[src/rtl/adsd_risc_ctrl.sv]
`default_nettype none
// ============================================================================
// Module  : adsd_risc_ctrl
// Brief   : Multi-cycle FETCH/DECODE/EXEC/MEM/WB control unit for the 16-bit
//           RISC datapath, with run/halt control and retired-instruction count.
// Revision: 1.0 - initial release
// ============================================================================
module adsd_risc_ctrl #(
    parameter int         CNT_W   = 16,
    parameter logic [3:0] HALT_OP = 4'hF
) (
    input  logic             clk,
    input  logic             rst,
    input  logic             run,
    input  logic [3:0]       opcode,
    input  logic             ctrl_zero,
    input  logic             ctrl_neg,
    input  logic             ctrl_ovf,
    output logic             pc_ld,
    output logic             ctrl_branch,
    output logic             ctrl_jump,
    output logic             ctrl_i_mem_oe,
    output logic             ctrl_rf_rd_sel,
    output logic             ctrl_rf_write_en,
    output logic             ctrl_alu_in2_sel,
    output logic             ctrl_d_mem_rw_,
    output logic             ctrl_d_mem_cs,
    output logic             ctrl_wdata_sel,
    output logic [3:0]       ctrl_aluop,
    output logic             halted,
    output logic             ovf_seen,
    output logic [CNT_W-1:0] instr_cnt
);

    localparam logic [2:0] S_FETCH  = 3'd0;
    localparam logic [2:0] S_DECODE = 3'd1;
    localparam logic [2:0] S_EXEC   = 3'd2;
    localparam logic [2:0] S_MEM    = 3'd3;
    localparam logic [2:0] S_WB     = 3'd4;
    localparam logic [2:0] S_HALT   = 3'd5;

    localparam logic [3:0] c_OP_ADDI = 4'h7;
    localparam logic [3:0] c_OP_LW   = 4'h8;
    localparam logic [3:0] c_OP_SW   = 4'h9;
    localparam logic [3:0] c_OP_BEQ  = 4'hA;
    localparam logic [3:0] c_OP_BNEG = 4'hB;
    localparam logic [3:0] c_OP_JMP  = 4'hC;

    localparam logic [CNT_W-1:0] c_CNT_ONE = {{(CNT_W-1){1'b0}}, 1'b1};

    logic [2:0] r_state;
    logic [2:0] w_next;
    logic [3:0] w_dec_aluop;
    logic       w_dec_in2;
    logic       w_dec_rd;
    logic       w_oe;

    // Opcode-derived datapath selects; opcode is stable until pc_ld.
    always_comb begin
        w_dec_aluop = 4'h0;
        w_dec_in2   = 1'b0;
        w_dec_rd    = 1'b0;
        if (opcode <= 4'h4) begin
            w_dec_aluop = opcode;
            w_dec_rd    = 1'b1;
        end else if (opcode <= 4'h6) begin
            w_dec_aluop = opcode;
            w_dec_in2   = 1'b1;
        end else if (opcode <= c_OP_SW) begin
            w_dec_in2   = 1'b1;
        end else if (opcode == c_OP_BEQ || opcode == c_OP_BNEG) begin
            w_dec_aluop = 4'h1;
        end
    end

    always_ff @(posedge clk or posedge rst) begin
        if (rst) begin
            r_state <= S_FETCH;
        end else begin
            r_state <= w_next;
        end
    end

    always_comb begin
        w_next = S_FETCH;
        case (r_state)
            S_FETCH:  w_next = run ? S_DECODE : S_FETCH;
            S_DECODE: w_next = (opcode == HALT_OP) ? S_HALT : S_EXEC;
            S_EXEC: begin
                if (opcode <= c_OP_ADDI)
                    w_next = S_WB;
                else if (opcode == c_OP_LW || opcode == c_OP_SW)
                    w_next = S_MEM;
                else
                    w_next = S_FETCH;
            end
            S_MEM:    w_next = (opcode == c_OP_LW) ? S_WB : S_FETCH;
            S_WB:     w_next = S_FETCH;
            S_HALT:   w_next = S_HALT;
            default:  w_next = S_FETCH;
        endcase
    end

    always_comb begin
        pc_ld            = 1'b0;
        ctrl_branch      = 1'b0;
        ctrl_jump        = 1'b0;
        w_oe             = 1'b0;
        ctrl_rf_rd_sel   = 1'b0;
        ctrl_rf_write_en = 1'b0;
        ctrl_alu_in2_sel = 1'b0;
        ctrl_d_mem_rw_   = 1'b1;
        ctrl_d_mem_cs    = 1'b0;
        ctrl_wdata_sel   = 1'b0;
        ctrl_aluop       = 4'h0;
        case (r_state)
            S_FETCH, S_DECODE: w_oe = 1'b1;
            S_EXEC: begin
                ctrl_aluop       = w_dec_aluop;
                ctrl_alu_in2_sel = w_dec_in2;
                if (opcode == c_OP_BEQ) begin
                    pc_ld       = 1'b1;
                    ctrl_branch = ctrl_zero;
                end else if (opcode == c_OP_BNEG) begin
                    pc_ld       = 1'b1;
                    ctrl_branch = ctrl_neg;
                end else if (opcode == c_OP_JMP) begin
                    pc_ld     = 1'b1;
                    ctrl_jump = 1'b1;
                end else if (opcode > c_OP_JMP) begin
                    pc_ld = 1'b1;
                end
            end
            S_MEM: begin
                ctrl_d_mem_cs    = 1'b1;
                ctrl_alu_in2_sel = 1'b1;
                ctrl_d_mem_rw_   = (opcode == c_OP_LW);
                pc_ld            = (opcode == c_OP_SW);
            end
            S_WB: begin
                ctrl_rf_write_en = 1'b1;
                pc_ld            = 1'b1;
                ctrl_aluop       = w_dec_aluop;
                ctrl_alu_in2_sel = w_dec_in2;
                ctrl_rf_rd_sel   = w_dec_rd;
                ctrl_wdata_sel   = (opcode != c_OP_LW);
            end
            default: ;
        endcase
        // FETCH is the reset state, so the IMEM enable is masked while rst is high.
        ctrl_i_mem_oe = w_oe & ~rst;
    end

    assign halted = (r_state == S_HALT);

    always_ff @(posedge clk or posedge rst) begin
        if (rst) begin
            instr_cnt <= '0;
            ovf_seen  <= 1'b0;
        end else begin
            if (pc_ld)
                instr_cnt <= instr_cnt + c_CNT_ONE;
            if (r_state == S_EXEC && ctrl_ovf &&
                (opcode == 4'h0 || opcode == 4'h1 || opcode == c_OP_ADDI))
                ovf_seen <= 1'b1;
        end
    end

endmodule
`default_nettype wire

[config.mk]
export PLATFORM = sky130hd
export DESIGN_NAME = adsd_risc_ctrl
export DESIGN_NICKNAME = d
export VERILOG_FILES = /design/src/rtl/adsd_risc_ctrl.sv
export SDC_FILE = /design/constraint.sdc
export NUM_CORES = 1
export LEC_CHECK = 0
export ABC_CLOCK_PERIOD_IN_PS = 2400
export CELL_PAD_IN_SITES_DETAIL_PLACEMENT = 0
export CELL_PAD_IN_SITES_GLOBAL_PLACEMENT = 1
export CORE_MARGIN = 4
export CORE_UTILIZATION = 32
export CTS_CLUSTER_SIZE = 30
export DETAILED_ROUTE_END_ITERATION = 10
export PLACE_DENSITY = 0.78
export SYNTH_ARGS = -nofsm -noshare
export SYNTH_HDL_FRONTEND = slang
export SYNTH_SLANG_ARGS = --single-unit
[constraint.sdc]
create_clock -name clk -period 2.4 [get_ports clk]
set_clock_uncertainty 0.2 [all_clocks]
set_input_delay 0.48 -clock clk [delete_from_list [all_inputs] [get_ports clk]]
set_output_delay 0.48 -clock clk [all_outputs]
set_load 0.01 [all_outputs]
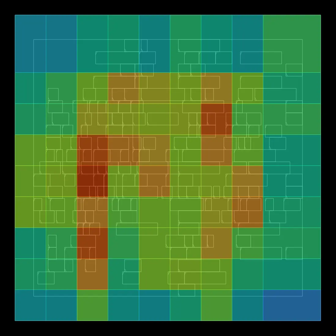
Figure 1: run 1, congestion heat map.
utilization after layout: 51.3%
met2 demand-to-capacity share in global routing: 23.8%
Avg WL per Cell: 13.3 um
global routing met3 resource utilization: 2.96%
global routing usage on met1: 14.9%

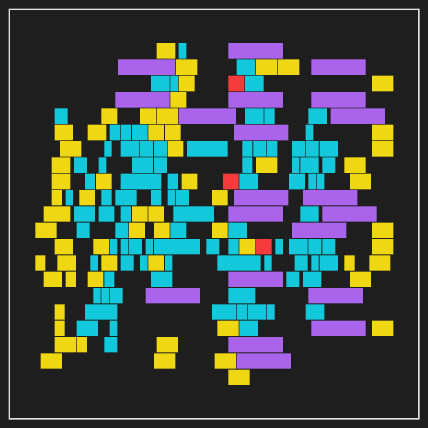
Figure 2: run 1, placement by cell class.
Drawn at 6 px/um.
class	color	cells	share of their area
flip-flops	purple	20	30%
all other logic	cyan	92	39%
other buffers and delay cells	yellow	61	30%
cells driving clock nets	red	3	1.3%

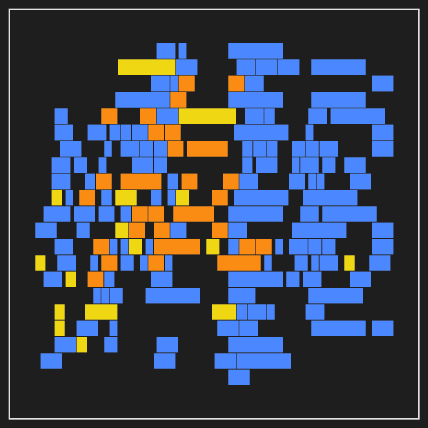
Figure 3: run 1, cells by drive strength.
Drawn at 6 px/um.
size	color	cells	share	most used
drive 3 to 4	orange	29	16%	buf_4
drive 2	yellow	16	9.1%	clkbuf_2
drive 1 or less	blue	131	74%	clkdlybuf4s50_1
count of non-CTS buffers in the layout: 61
area added between synthesis and finish: 52.0%
final instance area: 0.00175 sq mm

## run 1: power by group through the flow
| stage | Combinational (mW) | Clock [mW] | Sequential [mW] |
|---|---|---|---|
| CTS | 0.712 | 0.161 | 0.496 |
| finish | 0.711 | 0.155 | 0.507 |
| global placement | 0.723 | 0 | 0.498 |
| floorplan | 0.300 | 0 | 0.523 |
| global route | 0.768 | 0.171 | 0.517 |
| detailed placement | 0.737 | 0 | 0.499 |
## run 1: registers in the layout, summed over array words and instances (netlist names)
register	cells
instr_cnt	16
r_state	3
ovf_seen	1
## run 1: cell usage after synthesis, types with 2 or more instances
cell type	instances
nand3_1	7
and3b_1	2
mux2i_1	2
nor3b_2	2
inv_1	4
nor2_1	10
dfrtp_1	20
o21bai_1	2
o21ai_0	4
and3_1	5
nand4_1	6
nor2b_1	2
buf_2	2
xnor2_1	14
nand2b_1	4
a21oi_1	3
nand2_1	10
clkbuf_1	2
## run 1: routing by layer
| metal | share of wire, % | up-vias | routed length [um] | global-route usage, % |
|---|---|---|---|---|
| met5 | 0 | - | 0 | 0 |
| li1 | - | 517 | - | - |
| met1 | 43 | 527 | 1250 | 14.9 |
| met4 | 0.41 | 0 | 12 | 4.47 |
| met2 | 51 | 39 | 1500 | 23.8 |
| met3 | 5.9 | 2 | 175 | 2.96 |
## run 1: cell families after synthesis
family / count (synthesis) / synth area share (%)
AOI/OAI and AO/OA: 14 / 10.2
xor gates and xnor gates: 15 / 11.4
adders and majority gates: 1 / 1.09
buffers and inverters: 10 / 3.80
DFF: 20 / 43.4
muxes: 3 / 2.71
other: 1 / 0.325
and+or+nand+nor: 54 / 27.0
## run 1: how the worst min path moves through the flow
stage	slack [ns]	cells past startpoint	to
detailed placement	0.26	1	instr_cnt[15]
floorplan	0.24	1	instr_cnt[0]
global route	0.29	1	instr_cnt[15]
global placement	0.26	1	instr_cnt[15]
CTS	0.28	1	instr_cnt[15]
finish	0.28	1	instr_cnt[15]
## run 1: final cells by class
type,count,area (sq um)
clock buffers,3,22.5
fillers,346,1660
repair buffers,61,515
flip-flops and latches,20,503
multi-input cells,88,638
well taps,46,57.6
inverters,4,15.0
## run 1: placed cells by master, fill, tap and decap left out, types with 2 or more instances in the layout
| cell type | n |
|---|---|
| clkdlybuf4s50_1 | 23 |
| buf_4 | 21 |
| dfrtp_1 | 18 |
| xnor2_1 | 14 |
| nand2_1 | 10 |
| nor2_1 | 8 |
| dlygate4sd2_1 | 8 |
| nand3_1 | 6 |
| nand4_1 | 6 |
| and3_1 | 5 |
| inv_1 | 4 |
| nand2b_1 | 4 |
| o21ai_0 | 4 |
| clkbuf_2 | 4 |
| nor3b_4 | 3 |
| a21oi_1 | 3 |
| clkbuf_4 | 3 |
| buf_2 | 3 |
| and3b_1 | 2 |
| nor2b_1 | 2 |
| o21bai_1 | 2 |
| nor2_2 | 2 |
| mux2i_1 | 2 |
| dfrtp_2 | 2 |
## run 1: critical path, stage by stage, from the launching register on
cell	delay, ns
dfrtp_2	0.46
buf_4	0.15
and3b_1	0.20
clkdlybuf4s50_1	0.53
## run 1: timing repair
item	in CTS	in global routing
hold buffers	0	0
gates resized	32	14
setup endpoints to repair	12	5
pin swaps	0	2
cloned	0	0
==> out/summary.rpt, run 1 <==
FLOORPLAN
-------------------------------------------------------------------------------------------------
Number of placement rows ...........................................................           21
Effective utilization at floorplan .................................................        33.7%

PWR
-------------------------------------------------------------------------------------------------
Power Total ........................................................................      1.37 mW
Net switching power ................................................................     0.508 mW
Peak supply drop ...................................................................     0.269 mV
Lkg Pwr ............................................................................     0.794 nW
Clk network pwr share ..............................................................        11.3%
Combinational share of power .......................................................        51.8%

SYNTHESIS
-------------------------------------------------------------------------------------------------
Yosys Chip Area .................................................................... 0.00115 sq mm
Number of distinct library cell variants in the gate-level netlist after synthesis .           35
Area share of the largest cell type after synthesis ................................        43.4%
Total of flip-flops plus latches after synthesis ...................................           20
Cell area leaders .................................................................. dfrtp_1, xnor2_1, nand2_1
Syn nets ...........................................................................          129

CRITICAL PATH
-------------------------------------------------------------------------------------------------
Arrival time of the worst setup path ...............................................      1.63 ns
Crit path capture ..................................................................       halted
Source of the critical timing path .................................................   r_state[1]
Type of origin of the critical path ................................................    flip-flop
Startpoint of the worst-slack reg-to-reg timing path ...............................   r_state[0]
Capture point of the worst reg-to-reg path ......................................... instr_cnt[11]

FINISH
-------------------------------------------------------------------------------------------------
Ant diodes .........................................................................            0

CLOCK TREE
-------------------------------------------------------------------------------------------------
H-Tree Level Count .................................................................            1
Root buffer selected by CTS ........................................................     clkbuf_4
Post-CTS Setup Inserts .............................................................            0
Number of sinks driven by the clock tree ...........................................           20
Max Root-Sink Buffers ..............................................................            2

GRT
-------------------------------------------------------------------------------------------------
GRT overflow .......................................................................            0
Number of global-route vias before repair ..........................................         1076

JOB
-------------------------------------------------------------------------------------------------
Max-cap violations .................................................................            0

OUTCOME
-------------------------------------------------------------------------------------------------
Outcome ............................................................................ complete, no violations

PLACEMENT
-------------------------------------------------------------------------------------------------
Detailed Place HPWL ................................................................      2.29 mm
Final weighted congestion in routability-driven placement ..........................        0.832
Post-placement setup slack .........................................................    -0.429 ns
Count of input and output buffers ..................................................           40

TIMING
-------------------------------------------------------------------------------------------------
Final-report max-slew violation count ..............................................            0
Final Critical Period ..............................................................      2.31 ns

MIN PATH
-------------------------------------------------------------------------------------------------
Hold Path Origin ................................................................... instr_cnt[15]

==> run 2: changes to the inputs <==
ABC_CLOCK_PERIOD_IN_PS = not set   (was 2400)
CORE_ASPECT_RATIO = 0.6   (was not set)
SETUP_SLACK_MARGIN = 0.15   (was not set)
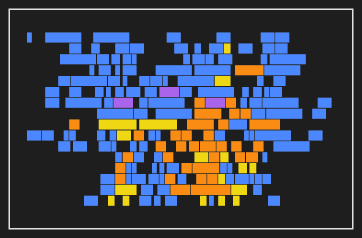
Figure 4: run 2, cells by drive strength.
Drawn at 4 px/um.
size	color	cells	share	most used
drive 1 or less	blue	126	70%	clkdlybuf4s50_1
drive 3 to 4	orange	35	19%	buf_4
drive 6 and up	purple	3	1.7%	clkbuf_8
drive 2	yellow	17	9.4%	buf_2
Setup WS post-layout: 0.187 ns
area added between synthesis and finish: 59.2%
count of non-CTS buffers in the layout: 66
final instance area: 0.00183 sq mm

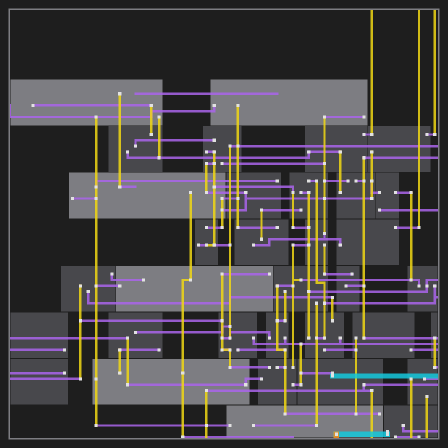
Figure 5: run 2, zoomed window.
Window x 9 to 34, y 28 to 53 um. Cells in gray, sequential cells in the stronger gray; small squares are vias.
layer	color
met3	cyan
met4	orange
met1	purple
met2	yellow
sequential cells in the window	6
cells with their middle in the window	33
netlist names of flops here include	`instr_cnt` (6)

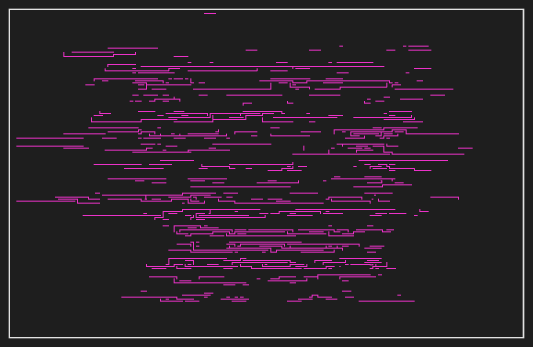
Figure 6: run 2, met1 routing.
Drawn at 6 px/um.
wire length on this layer	1520 um
main direction	horizontal
nets with wire on the layer	177
share of all routed wire	50%
via count: 1071
global routing usage on met1: 18.0%

==> run 2 against run 1 <==
Effect of this change: utilization is 3.3 points higher; final area increased by 4.7%; register-to-register slack improved by 0.06 ns; hold slack improved by 0.0028 ns; flip-flop count did not move; final cell count increased by 1.8%; global-route usage up 0.94 points; routed wire length increased by 3.3%; critical path type unchanged; critical endpoint is now ctrl_alu_in2_sel.
==> out/summary.rpt, run 2 <==
FINISH
-------------------------------------------------------------------------------------------------
Commonest cells after routing, fill and taps aside ................................. buf_4, clkdlybuf4s50_1, dfrtp_1, xnor2_1, nand2_1   was clkdlybuf4s50_1, buf_4, dfrtp_1, xnor2_1, nand2_1
Ant diodes .........................................................................            0   unchanged
Biggest register ...................................................................    instr_cnt   unchanged
Most frequent logic cell in the layout .............................................        buf_4   was clkdlybuf4s50_1
Flip-flop count of the largest register after layout ...............................           16   unchanged
Largest registers in the final layout .............................................. instr_cnt (16), r_state (3), ovf_seen (1)   unchanged
Utilization after layout ...........................................................        54.5%   was 51.3%

PLACEMENT
-------------------------------------------------------------------------------------------------
Post-placement setup slack .........................................................    -0.484 ns   was -0.429 ns
Final weighted congestion in routability-driven placement ..........................        0.773   was 0.832
Detailed Place HPWL ................................................................      2.47 mm   was 2.29 mm

FLOORPLAN
-------------------------------------------------------------------------------------------------
Effective utilization at floorplan .................................................        34.3%   was 33.7%
Number of placement rows ...........................................................           16   was 21

CRITICAL PATH
-------------------------------------------------------------------------------------------------
Arrival time of the worst setup path ...............................................      1.53 ns   was 1.63 ns
CP peak stage delay ................................................................      0.44 ns   was 0.53 ns
Series of cell instances along the critical path ................................... buf_4, and3b_2, o21bai_1, dlygate4sd2_1   was buf_4, and3b_1, clkdlybuf4s50_1
CP Capture Type ....................................................................   output pin   unchanged
CP Data Required Time ..............................................................      1.72 ns   about the same
Number of buffer and inverter instances along the worst setup path .................            2   unchanged

CLOCK TREE
-------------------------------------------------------------------------------------------------
Max Root-Sink Buffers ..............................................................            2   unchanged
H-Tree Level Count .................................................................            1   unchanged
Hold-fix buffers, CTS ..............................................................            0   unchanged
Number of sinks driven by the clock tree ...........................................           20   unchanged
Root buffer selected by CTS ........................................................     clkbuf_8   was clkbuf_4

SYNTHESIS
-------------------------------------------------------------------------------------------------
Cell area leaders .................................................................. dfrtp_1, xnor2_1, nand2_1   unchanged
Yosys Chip Area .................................................................... 0.00115 sq mm   unchanged
Area share of the largest cell type after synthesis ................................        43.4%   unchanged
Number of distinct library cell variants in the gate-level netlist after synthesis .           35   unchanged
Most common library cells after synthesis .......................................... dfrtp_1, xnor2_1, nand2_1, nor2_1, nand3_1   unchanged
Async set-or-reset flop fraction in the synthesized netlist ........................         100%   unchanged
Syn nets ...........................................................................          129   unchanged
Total of flip-flops plus latches after synthesis ...................................           20   unchanged
Most popular library cell in the synthesized design by count .......................      dfrtp_1   unchanged

JOB
-------------------------------------------------------------------------------------------------
Max-cap violations .................................................................            0   unchanged

PWR
-------------------------------------------------------------------------------------------------
Peak supply drop ...................................................................     0.460 mV   was 0.269 mV
Power Total ........................................................................      1.46 mW   was 1.37 mW
Total power divided by cell area ...................................................  795 mW/mm^2   was 784 mW/mm^2

ROUTE
-------------------------------------------------------------------------------------------------
Total wire length ..................................................................      3.04 mm   was 2.94 mm
Routed met2 length .................................................................      1.38 mm   was 1.50 mm
Avg WL per Cell ....................................................................      13.5 um   was 13.3 um
Wire length on met3 ................................................................       113 um   was 175 um
Top routing layer used .............................................................         met4   unchanged
DRT met1 WL ........................................................................      1.52 mm   was 1.25 mm

MIN PATH
-------------------------------------------------------------------------------------------------
Type of the worst min-delay path ................................................... flip-flop to flip-flop   unchanged

TIMING
-------------------------------------------------------------------------------------------------
Final-report max-slew violation count ..............................................            0   unchanged
Final Critical Period ..............................................................      2.21 ns   was 2.31 ns

OUTCOME
-------------------------------------------------------------------------------------------------
Outcome ............................................................................ complete, no violations   unchanged

GRT
-------------------------------------------------------------------------------------------------
GRT overflow .......................................................................            0   unchanged
Number of global-route vias before repair ..........................................         1101   was 1076

[run 2: where the power goes]
part           leakage, nW  switching, mW  total (mW)  internal, mW
Combinational        0.547          0.342       0.746         0.405
Sequential           0.261         0.0911       0.504         0.412
Clock               0.0216         0.0974       0.209         0.111
[run 2: per-layer routing]
layer / global-route usage (%) / vias up
li1: - / 528
met1: 18.0 / 520
met2: 24.4 / 19
met3: 4.06 / 4
met4: 2.11 / 0
met5: 0 / -
[run 2: stage by stage]
step	setup TNS (ns)	hold WS [ns]
after floorplan	0	0.244
after global placement	-4.87	0.259
after detailed placement	-5.48	0.273
after CTS	0	0.289
after global routing	0	0.309
final	0	0.280
[run 2: layout make-up]
type / instances / area [sq um]
well taps: 45 / 56.3
fillers: 297 / 1530
multi-input cells: 88 / 672
flip-flops and latches: 20 / 503
repair buffers: 66 / 547
inverters: 4 / 15.0
clock buffers: 3 / 41.3
[run 2: final timing paths]
path                               startpoint  cells past startpoint  slack, ns                to
max in group asynchronous                 rst                      3       1.40        r_state[0]
worst min-delay path            instr_cnt[15]                      1       0.28     instr_cnt[15]
min in group asynchronous                 rst                      3       0.38      instr_cnt[7]
worst max register to register     r_state[2]                      8       0.29     instr_cnt[11]
worst max-delay path               r_state[0]                      4       0.19  ctrl_alu_in2_sel
worst min register to register  instr_cnt[15]                      1       0.28     instr_cnt[15]
[run 2: logic make-up (layout without fill, tap and decap cells)]
| group | after synthesis | count (layout) | synth area share, % |
|---|---|---|---|
| xor gates and xnor gates | 15 | 15 | 11.4 |
| DFF | 20 | 20 | 43.4 |
| buffers and inverters | 10 | 73 | 3.80 |
| AOI/OAI and AO/OA | 14 | 14 | 10.2 |
| other | 1 | 1 | 0.325 |
| adders and majority gates | 1 | 1 | 1.09 |
| and+or+nand+nor | 54 | 54 | 27.0 |
| muxes | 3 | 3 | 2.71 |
[run 2: worst reg2reg max path: stages (launching register included)]
cell	delay (ns)
dfrtp_2	0.44
nor3b_4	0.23
buf_4	0.14
buf_4	0.11
a31oi_4	0.08
buf_4	0.16
a211oi_4	0.33
nand4_1	0.16
xnor2_1	0.16
[run 2: repair_timing]
item | 4_1_cts | 5_1_grt
pin swaps | 2 | 6
resized | 47 | 14
cloned | 0 | 0
setup endpoints to repair | 20 | 15
setup buffers | 4 | 1
==> run 3: changes to the inputs <==
CORE_UTILIZATION = 34   (was 32)
CTS_BUF_LIST = sky130_fd_sc_hd__clkbuf_8   (was not set)
PLACE_DENSITY = 0.82   (was 0.78)
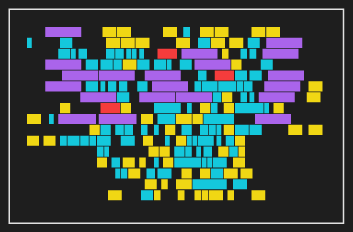
Figure 7: run 3, placement by cell class.
Drawn at 4 px/um.
class	color	cells	share of their area
cells driving clock nets	red	3	2.4%
all other logic	cyan	92	38%
flip-flops	purple	20	29%
other buffers and delay cells	yellow	63	30%

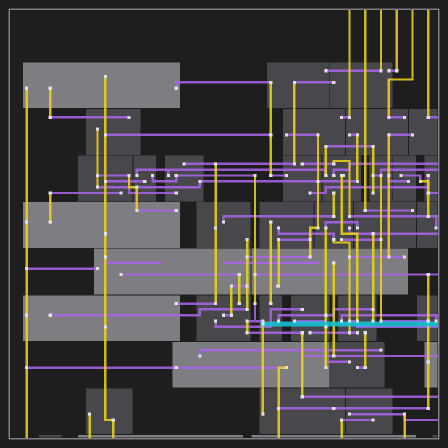
Figure 8: run 3, zoomed window.
Window x 8 to 33, y 27 to 52 um. Cells in gray, sequential cells in the stronger gray; small squares are vias.
layer	color
met2	yellow
met3	cyan
met1	purple
netlist names of flops here include	`instr_cnt` (6)
cells with their middle in the window	31
sequential cells in the window	6
most frequent	xnor2_1 (6), nand4_1 (6), dfrtp_1 (6)

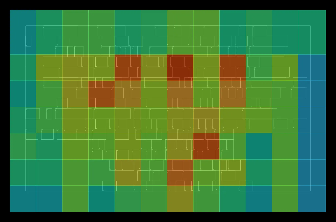
Figure 9: run 3, congestion heat map.
global routing usage on met1: 19.3%
Avg WL per Cell: 13.2 um

==> run 3 against run 2 <==
Effect of this change: clock-buffer cell count unchanged; register-to-register slack about the same; combinational power down 6.8%; flip-flop count unchanged; synthesized cell count unchanged; clock power about the same; routed wire length down 3.2%; utilization up 0.41 points; synthesized area unchanged; sequential share of layout area up 0.63 points; critical path type unchanged; critical endpoint is now ctrl_aluop[1].
==> out/summary.rpt, run 3 <==
CLOCK TREE
-------------------------------------------------------------------------------------------------
Root buffer selected by CTS ........................................................     clkbuf_8   unchanged
Max Root-Sink Buffers ..............................................................            2   unchanged
Number of sinks driven by the clock tree ...........................................           20   unchanged

CRITICAL PATH
-------------------------------------------------------------------------------------------------
Standard cell with the maximum stage delay on the critical path ....................      dfrtp_2   unchanged
CP Data Required Time ..............................................................      1.72 ns   about the same
Type of origin of the critical path ................................................    flip-flop   unchanged
Series of cell instances along the critical path ................................... nor3b_4, nor2_1, buf_4, nor2_2, and3_1, buf_2   was buf_4, and3b_2, o21bai_1, dlygate4sd2_1
CP peak stage delay ................................................................      0.44 ns   about the same
CP Capture Type ....................................................................   output pin   unchanged

OUTCOME
-------------------------------------------------------------------------------------------------
Outcome ............................................................................ complete, no violations   unchanged

FINISH
-------------------------------------------------------------------------------------------------
Utilization after layout ...........................................................        54.9%   was 54.5%
Flip-flop count of the largest register after layout ...............................           16   unchanged
Biggest register ...................................................................    instr_cnt   unchanged
Ant diodes .........................................................................            0   unchanged
Layout filler cell count ...........................................................          300   was 297
Area added between synthesis and finish ............................................        55.6%   was 59.2%
Most frequent logic cell in the layout ............................................. clkdlybuf4s50_1   was buf_4

SYNTHESIS
-------------------------------------------------------------------------------------------------
Async set-or-reset flop fraction in the synthesized netlist ........................         100%   unchanged
Area share of the largest cell type after synthesis ................................        43.4%   unchanged
Most popular library cell in the synthesized design by count .......................      dfrtp_1   unchanged
Total of flip-flops plus latches after synthesis ...................................           20   unchanged
Syn nets ...........................................................................          129   unchanged
Most common library cells after synthesis .......................................... dfrtp_1, xnor2_1, nand2_1, nor2_1, nand3_1   unchanged
Number of distinct library cell variants in the gate-level netlist after synthesis .           35   unchanged
Cell area leaders .................................................................. dfrtp_1, xnor2_1, nand2_1   unchanged

ROUTE
-------------------------------------------------------------------------------------------------
Via count ..........................................................................         1040   was 1071
Total wire length ..................................................................      2.94 mm   was 3.04 mm

TIMING
-------------------------------------------------------------------------------------------------
Final Critical Period ..............................................................      2.22 ns   was 2.21 ns
Final worst hold slack .............................................................     0.280 ns   about the same
Setup_tns ..........................................................................         0 ns   unchanged
Final-report max-slew violation count ..............................................            0   unchanged
Setup WS post-layout ...............................................................     0.182 ns   was 0.187 ns

PLACEMENT
-------------------------------------------------------------------------------------------------
Detailed Place HPWL ................................................................      2.26 mm   was 2.47 mm
Post-placement setup slack .........................................................    -0.450 ns   was -0.484 ns
Final weighted congestion in routability-driven placement ..........................        0.819   was 0.773
Count of input and output buffers ..................................................           40   unchanged

MIN PATH
-------------------------------------------------------------------------------------------------
Type of the worst min-delay path ................................................... flip-flop to flip-flop   unchanged

FLOORPLAN
-------------------------------------------------------------------------------------------------
Effective utilization at floorplan .................................................        35.3%   was 34.3%
Number of placement rows ...........................................................           16   unchanged

PWR
-------------------------------------------------------------------------------------------------
Lkg Pwr ............................................................................     0.819 nW   was 0.830 nW

JOB
-------------------------------------------------------------------------------------------------
Max-cap violations .................................................................            0   unchanged

GRT
-------------------------------------------------------------------------------------------------
Number of global-route vias before repair ..........................................         1008   was 1101

-- run 3: cell counts after synthesis --
No cell type changed its count.
-- run 3: final timing paths --
check	from	depth (start not counted)	to	slack, ns
setup / recovery	r_state[2]	6	ctrl_aluop[1]	0.18
hold / removal	instr_cnt[15]	1	instr_cnt[15]	0.28
setup reg to reg	r_state[2]	8	instr_cnt[11]	0.29
hold reg to reg	instr_cnt[15]	1	instr_cnt[15]	0.28
max in group asynchronous	rst	3	r_state[0]	1.40
min in group asynchronous	rst	3	r_state[2]	0.38
-- run 3: worst max-delay path, delay by kind of cell (launching register included) --
kind	cells	cell delay, ns
buffers and inverters	2	0.27
AND/OR/NAND/NOR	4	0.57
flip-flops	1	0.44
-- run 3: layout make-up --
type / instances / area, sq um / area share [%]
well taps: 45 / 56.3 / 3.14
repair buffers: 63 / 526 / 29.3
inverters: 4 / 15.0 / 0.837
clock buffers: 3 / 41.3 / 2.30
multi-input cells: 88 / 652 / 36.4
flip-flops and latches: 20 / 503 / 28.1
-- run 3: power by group --
group | total (mW) | switching, mW | internal, mW
Combinational | 0.695 | 0.320 | 0.376
Sequential | 0.496 | 0.0834 | 0.413
Clock | 0.210 | 0.0985 | 0.112
-- run 3: cells by family after synthesis --
group / Yosys count / share of synthesized area (%)
compound gates: 14 / 10.2
xor+xnor: 15 / 11.4
fa+ha+maj: 1 / 1.09
buf+inv: 10 / 3.80
flops: 20 / 43.4
mux: 3 / 2.71
other cells: 1 / 0.325
simple gates: 54 / 27.0
-- run 3: per-layer routing --
metal	wire, um	track usage (%)
met1	1500	19.3
met3	108	3.58
met2	1310	23.1
met4	22	1.63
met5	0	0
-- run 3: per-stage QoR --
stage | cell area, sq um | total power [mW]
final | 1790 | 1.40
after CTS | 1760 | 1.40
after floorplan | 1150 | 0.824
after global placement | 1730 | 1.20
after global routing | 1790 | 1.51
after detailed placement | 1730 | 1.21
-- run 3: repair_timing --
item                       CTS  global route
setup buffers                1             2
setup endpoints to repair   20            14
gates resized               38            20
gates cloned                 0             0
hold endpoints to repair     0             0
pin swaps                    3             9
Power and IR drop assume default switching activity.
